### src/rtl/m_seven_segment_scan.sv
// ---------------------------------------------------------------------------
// m_seven_segment_scan
//
// Purpose:
//   Time-multiplexed driver for a 4-digit common-anode seven-segment display.
//   Each digit gets a slot of CLK_DIV clocks. The first BLANK_CYC clocks of
//   every slot turn all digits off so the previous digit's pattern cannot
//   ghost onto the next one. New data is captured into a shadow register and
//   is only promoted to the displayed ("active") register at a frame wrap.
//   A frame is never torn as a result.
//
// Parameters:
//   CLK_DIV    clocks per digit slot (minimum 4)
//   BLANK_CYC  clocks of all-digits-off at the start of each slot (< CLK_DIV)
//
// Ports:
//   clk          single clock
//   rst_n        asynchronous active-low reset
//   enable       scan enable; when low the display is dark and scanning holds
//   load         capture data_in/dot_in into the shadow this cycle
//   data_in      four hex digits, digit k = data_in[4k+3:4k], digit 0 rightmost
//   dot_in       per-digit decimal point, 1 = lit
//   blank_lz     leading-zero blanking enable
//   seg          active-low segments, bit7 = dp, bits6:0 = g..a (registered)
//   digit_sel    active-low digit enables, bit k = digit k (registered)
//   pending      shadow holds data that has not been displayed yet
//   frame_start  one-cycle pulse when the active data is refreshed
// ---------------------------------------------------------------------------
module m_seven_segment_scan #(
    parameter int CLK_DIV   = 50000,
    parameter int BLANK_CYC = 2
) (
    input  logic        clk,
    input  logic        rst_n,
    input  logic        enable,
    input  logic        load,
    input  logic [15:0] data_in,
    input  logic [3:0]  dot_in,
    input  logic        blank_lz,
    output logic [7:0]  seg,
    output logic [3:0]  digit_sel,
    output logic        pending,
    output logic        frame_start
);

    localparam int PW = $clog2(CLK_DIV);
    localparam logic [PW-1:0] PRESC_LAST = PW'(CLK_DIV - 1);
    localparam logic [PW-1:0] BLANK_END  = PW'(BLANK_CYC);

    logic [PW-1:0] presc_q, presc_d;
    logic [1:0]    idx_q, idx_d;
    logic [15:0]   shadow_q, shadow_d;
    logic [3:0]    shadow_dot_q, shadow_dot_d;
    logic [15:0]   active_q, active_d;
    logic [3:0]    active_dot_q, active_dot_d;
    logic          pending_q, pending_d;
    logic          frame_start_q, frame_start_d;
    logic [7:0]    seg_q, seg_d;
    logic [3:0]    digit_sel_q, digit_sel_d;

    logic          tick;
    logic          wrap;
    logic [3:0]    cur_nibble;
    logic          cur_dot;
    logic          cur_lz;
    logic          zero_3, zero_32, zero_321;

    // Active-low hex glyphs, gfedcba in bits 6:0, dp (bit 7) off.
    function automatic logic [7:0] hex_glyph(input logic [3:0] n);
        logic [7:0] g;
        case (n)
            4'h0:    g = 8'hC0;
            4'h1:    g = 8'hF9;
            4'h2:    g = 8'hA4;
            4'h3:    g = 8'hB0;
            4'h4:    g = 8'h99;
            4'h5:    g = 8'h92;
            4'h6:    g = 8'h82;
            4'h7:    g = 8'hF8;
            4'h8:    g = 8'h80;
            4'h9:    g = 8'h90;
            4'hA:    g = 8'h88;
            4'hB:    g = 8'h83;
            4'hC:    g = 8'hC6;
            4'hD:    g = 8'hA1;
            4'hE:    g = 8'h86;
            default: g = 8'h8E;
        endcase
        return g;
    endfunction

    assign tick = enable && (presc_q == PRESC_LAST);
    assign wrap = tick && (idx_q == 2'd3);

    // Prescaler and digit index; both freeze while the scan is disabled.
    always_comb begin
        presc_d = presc_q;
        idx_d   = idx_q;
        if (enable) begin
            if (presc_q == PRESC_LAST) begin
                presc_d = '0;
            end else begin
                presc_d = presc_q + PW'(1);
            end
        end
        if (tick) begin
            idx_d = idx_q + 2'd1;
        end
    end

    // Shadow/active handshake. At a wrap the active copy takes the shadow
    // value from before this edge. A load on the same edge therefore lands
    // in the shadow and stays pending for the following frame.
    always_comb begin
        shadow_d      = shadow_q;
        shadow_dot_d  = shadow_dot_q;
        active_d      = active_q;
        active_dot_d  = active_dot_q;
        pending_d     = pending_q;
        frame_start_d = 1'b0;
        if (wrap && pending_q) begin
            active_d      = shadow_q;
            active_dot_d  = shadow_dot_q;
            pending_d     = 1'b0;
            frame_start_d = 1'b1;
        end
        if (load) begin
            shadow_d     = data_in;
            shadow_dot_d = dot_in;
            pending_d    = 1'b1;
        end
    end

    // Digit k is a leading zero when active nibbles k..3 are all zero.
    always_comb begin
        zero_3   = (active_q[15:12] == 4'h0);
        zero_32  = zero_3  && (active_q[11:8] == 4'h0);
        zero_321 = zero_32 && (active_q[7:4]  == 4'h0);
        case (idx_q)
            2'd0: begin
                cur_nibble = active_q[3:0];
                cur_dot    = active_dot_q[0];
                cur_lz     = 1'b0;
            end
            2'd1: begin
                cur_nibble = active_q[7:4];
                cur_dot    = active_dot_q[1];
                cur_lz     = zero_321;
            end
            2'd2: begin
                cur_nibble = active_q[11:8];
                cur_dot    = active_dot_q[2];
                cur_lz     = zero_32;
            end
            default: begin
                cur_nibble = active_q[15:12];
                cur_dot    = active_dot_q[3];
                cur_lz     = zero_3;
            end
        endcase
    end

    // Output pattern for the current prescaler/index state. It is registered
    // below, so the pins lag the scan state by exactly one clock.
    always_comb begin
        seg_d       = 8'hFF;
        digit_sel_d = 4'b1111;
        if (enable) begin
            if (presc_q >= BLANK_END) begin
                digit_sel_d[idx_q] = 1'b0;
            end
            if (blank_lz && cur_lz && !cur_dot) begin
                seg_d = 8'hFF;
            end else begin
                seg_d = hex_glyph(cur_nibble);
                if (cur_dot) begin
                    seg_d[7] = 1'b0;
                end
            end
        end
    end

    always_ff @(posedge clk or negedge rst_n) begin
        if (!rst_n) begin
            presc_q       <= '0;
            idx_q         <= 2'd0;
            shadow_q      <= 16'h0000;
            shadow_dot_q  <= 4'h0;
            active_q      <= 16'h0000;
            active_dot_q  <= 4'h0;
            pending_q     <= 1'b0;
            frame_start_q <= 1'b0;
            seg_q         <= 8'hFF;
            digit_sel_q   <= 4'b1111;
        end else begin
            presc_q       <= presc_d;
            idx_q         <= idx_d;
            shadow_q      <= shadow_d;
            shadow_dot_q  <= shadow_dot_d;
            active_q      <= active_d;
            active_dot_q  <= active_dot_d;
            pending_q     <= pending_d;
            frame_start_q <= frame_start_d;
            seg_q         <= seg_d;
            digit_sel_q   <= digit_sel_d;
        end
    end

    assign seg         = seg_q;
    assign digit_sel   = digit_sel_q;
    assign pending     = pending_q;
    assign frame_start = frame_start_q;

endmodule

### config.mk
export PLATFORM = sky130hd
export DESIGN_NAME = m_seven_segment_scan
export DESIGN_NICKNAME = d
export VERILOG_FILES = /design/src/rtl/m_seven_segment_scan.sv
export SDC_FILE = /design/constraint.sdc
export NUM_CORES = 1
export LEC_CHECK = 0
export ABC_AREA = 1
export CORE_AREA = 2 2 95 97
export DETAILED_ROUTE_END_ITERATION = 8
export DIE_AREA = 0 0 97 99
export GPL_ROUTABILITY_DRIVEN = 0
export PLACE_DENSITY_LB_ADDON = 0.25
export SYNTH_ARGS = -nofsm -noshare
export SYNTH_HDL_FRONTEND = slang
export SYNTH_SLANG_ARGS = --single-unit
### constraint.sdc
create_clock -name clk -period 2.45 [get_ports clk]
set_clock_uncertainty 0.15 [all_clocks]
set_input_delay 0.245 -clock clk [delete_from_list [all_inputs] [get_ports clk]]
set_output_delay 0.245 -clock clk [all_outputs]
set_load 0.01 [all_outputs]
==> GITHUB_STEP_SUMMARY, run 1 <==
## PnR job results

| Metric | Value |
|---|---|
| Fin crit share | around 87% |
| Fill cells | between 800 and 900 |
| Pre-CTS setup slack | between 0.3 and 0.4 ns |
| Post-DP HPWL | around 5500 um |
| Routed wl met2 | approximately 3400 um |
| P_sw | around 1.5 mW |
| Total GRT Usage | between 10% and 20% |
| Synth Area in Adders | between 3 and 4% |
| Die footprint | between 9000 and 10000 um2 |
| Int Pwr | roughly 2.5 mW |
| Non-Clock Inverter Count | about 97 |
| Layout overhead on the synthesized area | 19.4% |
| Biggest Area Class | flip-flops and latches |
| Vias in the first global route | between 2000 and 3000 |
| EDFF count, synth | 0 |
| Most common cell in the synthesized netlist | nand2_1 |
| Final Instance Area | between 4000 and 5000 um2 |
| CTS resizes | 0 |
| Syn Std Cell Area | about 3800 um2 |
| CP Capture Point | seg[0] |
| Worst VDD drop | 0.373 mV |
| Most frequent cells after synthesis | nand2_1 (147), inv_1 (92), dfrtp_1 (60), nor2_1 (42), o21ai_0 (31) |
| Setup ws final | approximately 0.31 ns |
| Comb group | roughly 1.4 mW |
| Area leader share | 39.9% |
| DRC viols | 0 |
| Root buffer cell | clkbuf_8 |
| Worst-path clk slew | approximately 0.080 ns |
| TritonRoute pass-1 iters | 5 |
| Non-CTS buffers | between 40 and 50 |
| FP Core Util | 44.0% |
| Sequential cell area | roughly 1800 um2 |
| Initial antenna violation count | 0 |
| Crit path cell chain | inv_1, ha_1, nand2_1, nand2_1, nor2_1, nor2_1, ha_1, nand3_1, nand2_1, nand2_1, nand2_1, inv_1, nand2_1 |
| Global routing usage on met2 | 27.4% |
| Gate Area | approximately 1500 um2 |
| GRT busiest layer | met2 |
| Die X-Extent | 97 um |
| Post-Syn Nets | 532 |
| Longest Clk Path Bufs | 2 |
| RSZ-0062 raised after global routing | no |
| Final setup fails | 0 |
| Seq group | 1.62 mW |
| Tmin final | 2.14 ns |
| Top Registers | active_q (16), presc_q (16), shadow_q (16) |
| Leak | 2.36 nW |
| Clock-cell share of area | between 4 and 5% |
| # IOs | 39 |
| Synth Flop Type | dfrtp_1 |
| Status | finished clean |
| Seq/total area | about two fifths |
| Average routed wire per standard cell | roughly 12 um |
| First-pass GRT wire length | approximately 13000 um |
| Fin. Hold Viols | 0 |
| Most used cell, CP | nand2_1 |
| Synth Seq Share | about half |
| Slew HR | 73.1% |
| # rows | 34 |
| Crit Reg-Reg Startpoint | idx_q[1] |
| CP required | 2.59 ns |
| Detailed Route Iter0 Violations | about 80 |
| IO Port Bufs | 38 |
| Cells in synth_stat.txt | 495 |
| Asr flop ratio synth | 100% |
| H-tree levels | 3 |
| Via density | roughly 4.7 |
| WL met3 | 328 um |
| Dominant logic cell types in the final layout | nand2_1 (147), inv_1 (92), dfrtp_1 (60), nor2_1 (42), clkdlybuf4s50_1 (37) |
| Yosys Chip Area | roughly 3800 um2 |
| FF-to-FF End | seg[0] |
| Met3 GRT Util | about 3.9% |
| Comb area share | between 30% and 40% |
| Setup crit start kind | flip-flop |
| Logic family by area | simple AND/OR/NAND/NOR gates |
| Xor+xnor area frac | less than 1% |
| Worst Reg-to-Reg Cells | 13 |
| Core area | about 8600 um2 |
| Multi-input gates | 312 |
| PD cells | about 890 nW/um2 |
| Design Power | approximately 4 mW |
| CP Capture Type | flip-flop |
| Log Warnings | 35 |
| Yosys warns | 0 |
| Net Sw Frac | between 30% and 40% |
| Crit path max-delay family | simple AND/OR/NAND/NOR gates |
| Placed Cells | between 600 and 700 |
| Post-synth top area cell | dfrtp_1 |
| Sequential Power Share | ~40% |
| Slowest-stage cell, CP | dfrtp_1 |
| WP depth | 13 |
| Max Cap Viol | 0 |
| Gr ovfl total | 0 |
| Layout Utilization | ~52% |
| Top Layer Used | met4 |
| Mux frac, synth | 0% |
| Max power group | sequential cells |
| WL met1 | roughly 3700 um |
Fig. 1: run 1, the metal 3 layer
Drawn at 4 px/um.
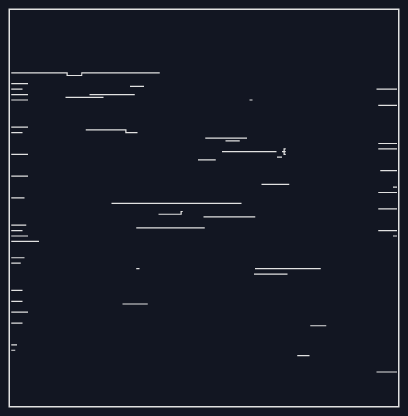
main direction: horizontal
share of all routed wire: 4.3%
longest straight run: 32.2 um
wire length on this layer: 328 um
nets with wire on the layer: 46
via count: 3084
routed wire length: 7580 um

Fig. 2: run 1, clock distribution
Drawn at 4 px/um.
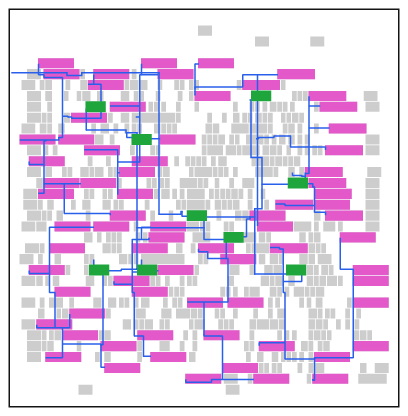
legend:
  flip-flops:
    colour: magenta
    count: 72
  clock-net drivers:
    colour: green
    count: 9
  clock wires:
    colour: blue
    length: 944 um
flops lie: widely spread
routed clock nets: 10
worst skew pair latency: 0.35 ns
clock network power share: 25.3%
Clock Power: 1.01 mW

Fig. 3: run 1, gate families picked out
Drawn at 3 px/um.
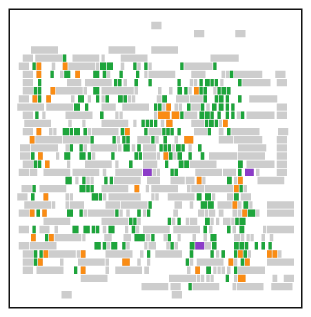
legend:
  xor and xnor cells:
    colour: purple
    cells: 3
  nand cells:
    colour: green
    cells: 202
  aoi and oai cells:
    colour: orange
    cells: 43
post-route insts no fill: 652
most instantiated logic cell after routing: nand2_1

Fig. 4: run 1, the clock network
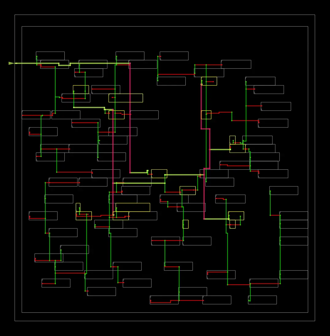
clock buf count: 10
sequential cell count: 72
clk sinks: 72
CTS Buf Count: 9

Fig. 5: run 1, signal wires by layer
Drawn at 3 px/um.
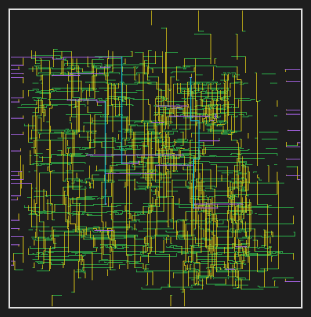

==> run 1 -> run 2 <==
Settings changed: CORE_AREA 2 2 95 97 to 2 2 73 126, DIE_AREA 0 0 97 99 to 0 0 75 128, PLACE_DENSITY set to 0.75, PLACE_DENSITY_LB_ADDON 0.25 to unset.
Fig. 6: run 2, signal wires by layer
Drawn at 3 px/um.
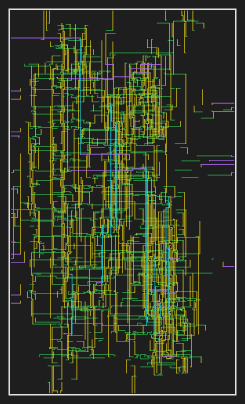
legend:
  M4:
    colour: cyan
    wire_length: 315 um
  M2:
    colour: yellow
    wire_length: 4310 um
  M1:
    colour: green
    wire_length: 3030 um
  M3:
    colour: purple
    wire_length: 269 um
routed wire length: 7930 um
Total GRT Usage: 18.8%
average routed wire per standard cell: 12.0 um
via count: 3158

==> run 2 against run 1 <==
Effect of this change:
- count of clock-buffer cells in the layout increased by 1
- synthesized area unchanged
- clock power is about 20% higher
- first-iteration DRC count grew to 3.6 times the previous value
- worst setup slack got worse by 0.066 ns
- global-route usage grew 1.7 points
- combinational power barely moved
- total power rose by 5.3%
- maximum frequency decreased by 3.0%
- die area barely moved
- highest routed layer unchanged
==> GITHUB_STEP_SUMMARY, run 2 <==
## PnR job results

| Metric | Value |
|---|---|
| Status | finished clean |
| Top cells, area | dfrtp_1 (40%), nand2_1 (15%), inv_1 (9.2%) |
| Comb area share | 33.1% (-0.30 points) |
| Detailed Route Iter0 Violations | 290 (+260%) |
| Sequential cell area | 1820 um2 (unchanged) |
| CTS resizes | 0 (unchanged) |
| Antenna diode count | 0 |
| # hold bufs at CTS | 1 |
| Layout cells sized above 1 | between 8 and 9% |
| P_sw | 1.52 mW (+4.9%) |
| Critical Path Max Stage Delay | around 0.42 ns |
| Syn Area/Cell | roughly 7.6 um2 |
| Synth Area in Adders | 3.99% (unchanged) |
| Seq group | 1.62 mW (about the same) |
| Synth Flop Type | dfrtp_1 |
| CP Launch Point | idx_q[1] |
| Remaining antenna violation count | 0 |
| Seq/total area | 40.1% (-0.36 points) |
| Post-Syn Nets | 532 (unchanged) |
| Clk sinks | 72 (unchanged) |
| DRC viols | 0 (unchanged) |
| Crit path cell chain | inv_1, ha_1, nand2_1, nand2_1, nor2_1, a21oi_1, ha_1, nand3_1, nand3_1, nand2_1, nand2_1 |
| FF-to-FF End | seg[6] |
| Hold WS | approximately 0.32 ns |
| Hold Crit Class | input port to flip-flop |
| Worst Reg-to-Reg Cells | 11 (-2) |
| Setup crit start kind | flip-flop |
| Slowest-stage cell, CP | dfrtp_1 |
| RSZ-0062 raised after global routing | no |
| Largest fanout on the critical path | 7 |
| Fin. Hold Viols | 0 (unchanged) |
| Layout Utilization | 52.5% (+0.076 points) |
| Core area | 8610 um2 (+0.75%) |
| Longest Clk Path Bufs | 2 (unchanged) |
| Post-synth top area cell | dfrtp_1 |
| Int Pwr | 2.69 mW (+5.5%) |
| Final Instance Area | 4530 um2 (+0.89%) |
| Gate Area | 1500 um2 (unchanged) |
| Non-CTS buffers | 44 (-6.4%) |
| Die Y | approximately 130 um |
| WL met3 | 268 um (-18%) |
| Via density | 4.80 (+1.5%) |
| Top Layer Used | met4 |
| Area leader share | 39.9% (unchanged) |
| Tmin final | 2.20 ns (+0.0661 ns) |
| H-tree levels | 3 (unchanged) |
| Hold endpoint | shadow_dot_q[0] |
| Crit path DAT | about 2.3 ns |
| Clock-cell share of area | 6.08% (+1.4 points) |
| Postcts setup bufs | 0 |
| Layout Nets | approximately 570 |
| Setup ws final | 0.248 ns (-0.0661 ns) |
| Die footprint | 9600 um2 (about the same) |
| Die X-Extent | 75 um (-23%) |
| TritonRoute pass-1 iters | 4 (-1) |
| Clock Power | 1.19 mW (+20%) |
| Complex Gates by Area | under 10% |
| Final setup fails | 0 (unchanged) |
| First-pass GRT wire length | 13800 um (+3.1%) |
| Max power group | sequential cells |
| Vias in the first global route | 3109 (+7.6%) |
| Most used cell, CP | nand2_1 |
| CTS Buf Count | 9 (unchanged) |
| Layout overhead on the synthesized area | 20.4% |
| Design Power | 4.21 mW (+5.3%) |
| Logic gate share of total power | roughly 33% |
| Biggest Area Class | flip-flops and latches |
| CTS tree | yes |
| Sequential cell count | 72 (unchanged) |
| GRT busiest layer | met2 |
| PD cells | 930 nW/um2 (+4.3%) |
| Post-DP HPWL | 6090 um (+10%) |
| Yosys Chip Area | 3760 um2 (unchanged) |
| Log Warnings | 35 (unchanged) |
| Crit path max-delay family | simple AND/OR/NAND/NOR gates |
| Most common cell in the synthesized netlist | nand2_1 |
| Pre-CTS setup slack | 0.280 ns (-0.0560 ns) |
| IO Port Bufs | 38 (unchanged) |
| Yosys warns | 0 (unchanged) |
| Routed wl met2 | 4310 um (+27%) |
| WP depth | 11 (-2) |
| Slew HR | 55.8% (-17 points) |
| Worst VDD drop | 0.490 mV (+32%) |
| CP Capture Type | flip-flop |
| Gr ovfl total | 0 (unchanged) |
| Crit Reg-Reg Startpoint | idx_q[1] |
| Synthesized registers | about 70 |
| Cells in synth_stat.txt | 495 (unchanged) |
| Top Registers | active_q (16), presc_q (16), shadow_q (16) |
| Cell Area, Placed | 4240 um2 |
| Worst skew pair latency | 0.33 ns (-0.02 ns) |
| Syn Std Cell Area | 3760 um2 (unchanged) |
| Asr flop ratio synth | 100% (unchanged) |
| Clock buf count | 11 (+1) |
| NonClk Buf Share | 9.34% |
| Most instantiated logic cell after routing | nand2_1 |
| CP required | 2.57 ns (-0.02 ns) |
| Leak | 2.36 nW (about the same) |
| Root buffer cell | clkbuf_16 |
| Comb group | 1.40 mW (about the same) |
| Fill cells | 815 (-3.2%) |
| Met1 Use GR | about 20% |
| Clock network power share | 28.3% (+3.0 points) |
| Initial antenna violation count | 0 (unchanged) |
| N_taps | between 100 and 150 |
| Worst-path clk slew | 0.06 ns (-0.02 ns) |
| # rows | 45 (+32%) |
| # IOs | 39 (unchanged) |
| Synth Area in Simple Gates | 28.8% |
| Sequential Power Share | 38.5% (-1.9 points) |
| Mux frac, synth | 0% (unchanged) |
| Fin crit share | 89.9% (+2.7 points) |
| Multi-input gates | 312 (unchanged) |
| Peak Freq | 454 MHz |
| Max Cap Viol | 0 (unchanged) |
| WL met1 | 3030 um (-19%) |
| Fin Setup TNS | 0 ns |
| Placed Cells | 641 (+0.94%) |
| FP Core Util | 43.6% (-0.33 points) |
| Non-Clock Inverter Count | 97 (unchanged) |
| Net Sw Frac | 36.2% (-0.12 points) |
| Global routing usage on met2 | 32.6% (+5.2 points) |
| Xor+xnor area frac | 0.699% (unchanged) |
| Dominant logic cell types in the final layout | nand2_1 (147), inv_1 (92), dfrtp_1 (60), nor2_1 (42), clkdlybuf4s50_1 (37) |
| EDFF count, synth | 0 (unchanged) |
| Logic family by area | simple AND/OR/NAND/NOR gates |
| Post-route insts no fill | 658 (+0.92%) |
| Most frequent cells after synthesis | nand2_1 (147), inv_1 (92), dfrtp_1 (60), nor2_1 (42), o21ai_0 (31) |
| Synth Seq Share | 48.3% (unchanged) |
| CP Capture Point | seg[6] |
Fig. 7: run 2, the metal 3 layer
Drawn at 4 px/um.
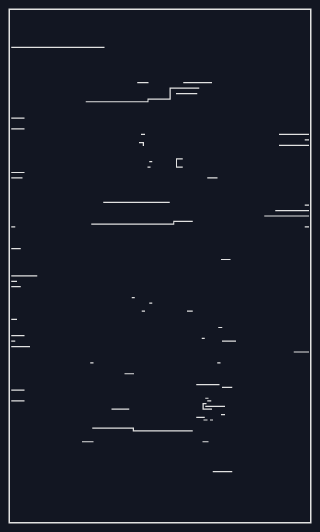
main direction: horizontal
longest straight run: 23.0 um
wire length on this layer: 269 um
met3 GRT Util: 4.25%

==> run 2 -> run 3 <==
Settings changed: CORE_AREA 2 2 73 126 to 2 2 96 168, DIE_AREA 0 0 75 128 to 0 0 98 170, PLACE_DENSITY 0.75 to 0.52, SKIP_CTS_REPAIR_TIMING set to 1, SLEW_MARGIN set to 30.
==> run 3 against run 2 <==
Effect of this change:
- sequential power about the same
- synthesized area unchanged
- wire length grew 11%
- flip-flop count did not move
- design area up 2.9%
- total power rose by 2.2%
- non-clock buffer count grew 2
- utilization down 22 points
- count of clock-buffer cells in the layout is the same
- first-iteration DRC count decreased by 58%
- critical path depth decreased by 2
- largest power group unchanged
- highest routed layer unchanged
==> GITHUB_STEP_SUMMARY, run 3 <==
## PnR job results

| Metric | Value |
|---|---|
| Clock buf count | 11 (unchanged) |
| N_taps | 186 (+59%) |
| Crit path DAT | 2.28 ns (-0.05 ns) |
| Fin crit share | 89.2% (-0.67 points) |
| Syn Area/Cell | 7.59 um2 (unchanged) |
| Die Y | 170 um (+33%) |
| Layout Nets | 575 (+0.35%) |
| Placed Cells | 712 (+11%) |
| RSZ-0062 raised after global routing | no |
| Seq/total area | 39.0% (-1.1 points) |
| Root buffer cell | clkbuf_16 |
| Crit Reg-Reg Startpoint | idx_q[0] |
| Status | finished clean |
| Comb group | 1.40 mW (about the same) |
| Clock Power | 1.27 mW (+7%) |
| Asr flop ratio synth | 100% (unchanged) |
| Remaining antenna violation count | 0 (unchanged) |
| Complex Gates by Area | 6.46% (unchanged) |
| H-tree levels | 3 (unchanged) |
| Initial antenna violation count | 0 (unchanged) |
| Biggest Area Class | flip-flops and latches |
| Via density | 4.26 (-11%) |
| Logic gate share of total power | 32.6% (-0.6 points) |
| Peak Freq | 457 MHz (+0.75%) |
| Top Registers | active_q (16), presc_q (16), shadow_q (16) |
| FF-to-FF End | seg[1] |
| Leak | 2.38 nW (+0.95%) |
| Final Instance Area | 4660 um2 (+2.9%) |
| Worst skew pair latency | 0.34 ns (about the same) |
| Largest fanout on the critical path | 10 (+3) |
| IO Port Bufs | 38 (unchanged) |
| First-pass GRT wire length | 14900 um (+8.4%) |
| CP required | 2.55 ns (-0.02 ns) |
| Tmin final | 2.19 ns (-0.0164 ns) |
| CP Launch Point | idx_q[0] |
| Layout cells sized above 1 | 8.29% (+0.15 points) |
| # IOs | 39 (unchanged) |
| Post-route insts no fill | 729 (+11%) |
| Sequential cell count | 72 (unchanged) |
| Clk sinks | 72 (unchanged) |
| Sequential Power Share | 37.8% (-0.7 points) |
| CP Capture Type | flip-flop |
| CTS Buf Count | 9 (unchanged) |
| Fin Setup TNS | 0 ns (unchanged) |
| Setup ws final | 0.264 ns (+0.0164 ns) |
| Worst Reg-to-Reg Cells | 9 (-2) |
| Longest Clk Path Bufs | 2 (unchanged) |
| Top cells, area | dfrtp_1 (40%), nand2_1 (15%), inv_1 (9.2%) |
| Crit path cell chain | ha_1, inv_2, nand2_1, o22ai_1, ha_1, inv_1, o21ai_0, nand2_1, nand2_1 |
| Sequential cell area | 1820 um2 (unchanged) |
| Hold Crit Class | input port to async pin |
| Die X-Extent | 98 um (+31%) |
| Area leader share | 39.9% (unchanged) |
| Synth Area in Simple Gates | 28.8% (unchanged) |
| NonClk Buf Share | 9.67% (+0.33 points) |
| CTS tree | yes |
| Non-CTS buffers | 46 (+4.5%) |
| Detailed Route Iter0 Violations | 123 (-58%) |
| Antenna diode count | 0 (unchanged) |
| Log Warnings | 35 (unchanged) |
| TritonRoute pass-1 iters | 4 (unchanged) |
| Syn Inst Count | 495 |
| Net Sw Frac | 35.5% (-0.63 points) |
| Clock network power share | 29.6% (+1.3 points) |
| Int Pwr | 2.77 mW (+3.2%) |
| Met1 Use GR | 11.6% (-8.6 points) |
| Xor+xnor area frac | 0.699% (unchanged) |
| Synthesized registers | 72 (unchanged) |
| Worst-path clk slew | 0.06 ns (about the same) |
| Most instantiated logic cell after routing | nand2_1 |
| WL met1 | 3450 um (+14%) |
| Synth Area in Adders | 3.99% (unchanged) |
| Top Layer Used | met4 |
| Dominant logic cell types in the final layout | nand2_1 (147), inv_1 (92), dfrtp_1 (60), nor2_1 (42), clkdlybuf4s50_1 (37) |
| Gate Area | 1500 um2 (unchanged) |
| Yosys warns | 0 (unchanged) |
| Comb area share | 32.2% (-0.93 points) |
| Vias in the first global route | 3230 (+3.9%) |
| Critical Path Max Stage Delay | 0.42 ns (about the same) |
| Synth Seq Share | 48.3% (unchanged) |
| Cell Area, Placed | 4360 um2 (+2.7%) |
| Reg2Reg Setup Slack | ~0.26 ns |
| Fill cells | 1618 (+99%) |
| Max Cap Viol | 0 (unchanged) |
| EDFF count, synth | 0 (unchanged) |
| Global routing usage on met2 | 21.0% (-12 points) |
| Synth Flop Type | dfrtp_1 |
| PD cells | 923 nW/um2 (-0.68%) |
| Layout overhead on the synthesized area | 23.9% |
| Worst VDD drop | 0.350 mV (-29%) |
| Syn Std Cell Area | 3760 um2 (unchanged) |
| Post-synth top area cell | dfrtp_1 |
| WL met3 | 216 um (-19%) |
| Final setup fails | 0 (unchanged) |
| Non-Clock Inverter Count | 97 (unchanged) |
| # rows | 60 (+33%) |
| Yosys Chip Area | 3760 um2 (unchanged) |
| Logic family by area | simple AND/OR/NAND/NOR gates |
| Post-DP HPWL | 6750 um (+11%) |
| Post-Syn Nets | 532 (unchanged) |
| GRT busiest layer | met2 |
| Slowest-stage cell, CP | dfrtp_1 |
| Hold WS | 0.294 ns (-0.0222 ns) |
| Core area | 15200 um2 (+77%) |
| Slew HR | 72.8% (+17 points) |
| Clock-cell share of area | 6.26% (+0.18 points) |
| Seq group | 1.62 mW (about the same) |
| P_sw | 1.53 mW (+0.39%) |
| Pre-CTS setup slack | 0.266 ns (-0.0137 ns) |
| Most used cell, CP | nand2_1 |
| Die footprint | 16700 um2 (+74%) |
| Cells in synth_stat.txt | 495 (unchanged) |
| Most common cell in the synthesized netlist | nand2_1 |
| Layout Utilization | 30.6% (-22 points) |
| Routed wl met2 | 4830 um (+12%) |
| Multi-input gates | 312 (unchanged) |
| Crit path buffers/inverters | 2 |
| DRC viols | 0 (unchanged) |
| Design Power | 4.30 mW (+2.2%) |
| CP Capture Point | seg[1] |
| Gr ovfl total | 0 (unchanged) |
| Max power group | sequential cells |
| Mux frac, synth | 0% (unchanged) |
| Setup crit start kind | flip-flop |
| FP Core Util | 24.7% (-19 points) |
| WP depth | 9 (-2) |
| Most frequent cells after synthesis | nand2_1 (147), inv_1 (92), dfrtp_1 (60), nor2_1 (42), o21ai_0 (31) |
| Fin. Hold Viols | 0 (unchanged) |
| Crit path max-delay family | adder cells |
Fig. 8: run 3, the metal 3 layer
Drawn at 4 px/um.
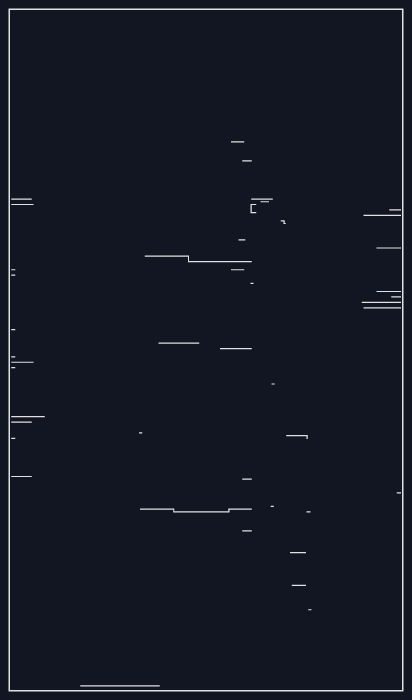
nets with wire on the layer: 33
longest straight run: 19.5 um
met3 GRT Util: 1.77%
via count: 3107
routed wire length: 8780 um

Fig. 9: run 3, signal wires by layer
Drawn at 2 px/um.
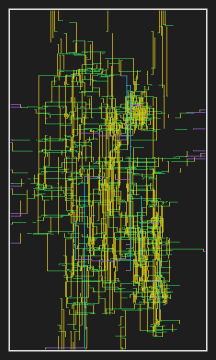
legend:
  M2:
    colour: yellow
    wire_length: 4830 um
  M3:
    colour: purple
    wire_length: 217 um
  M4:
    colour: cyan
    wire_length: 284 um
  M1:
    colour: green
    wire_length: 3450 um
average routed wire per standard cell: 12.0 um
Total GRT Usage: 11.2%

Power figures rest on the tool's default switching activity, not on a simulated workload.
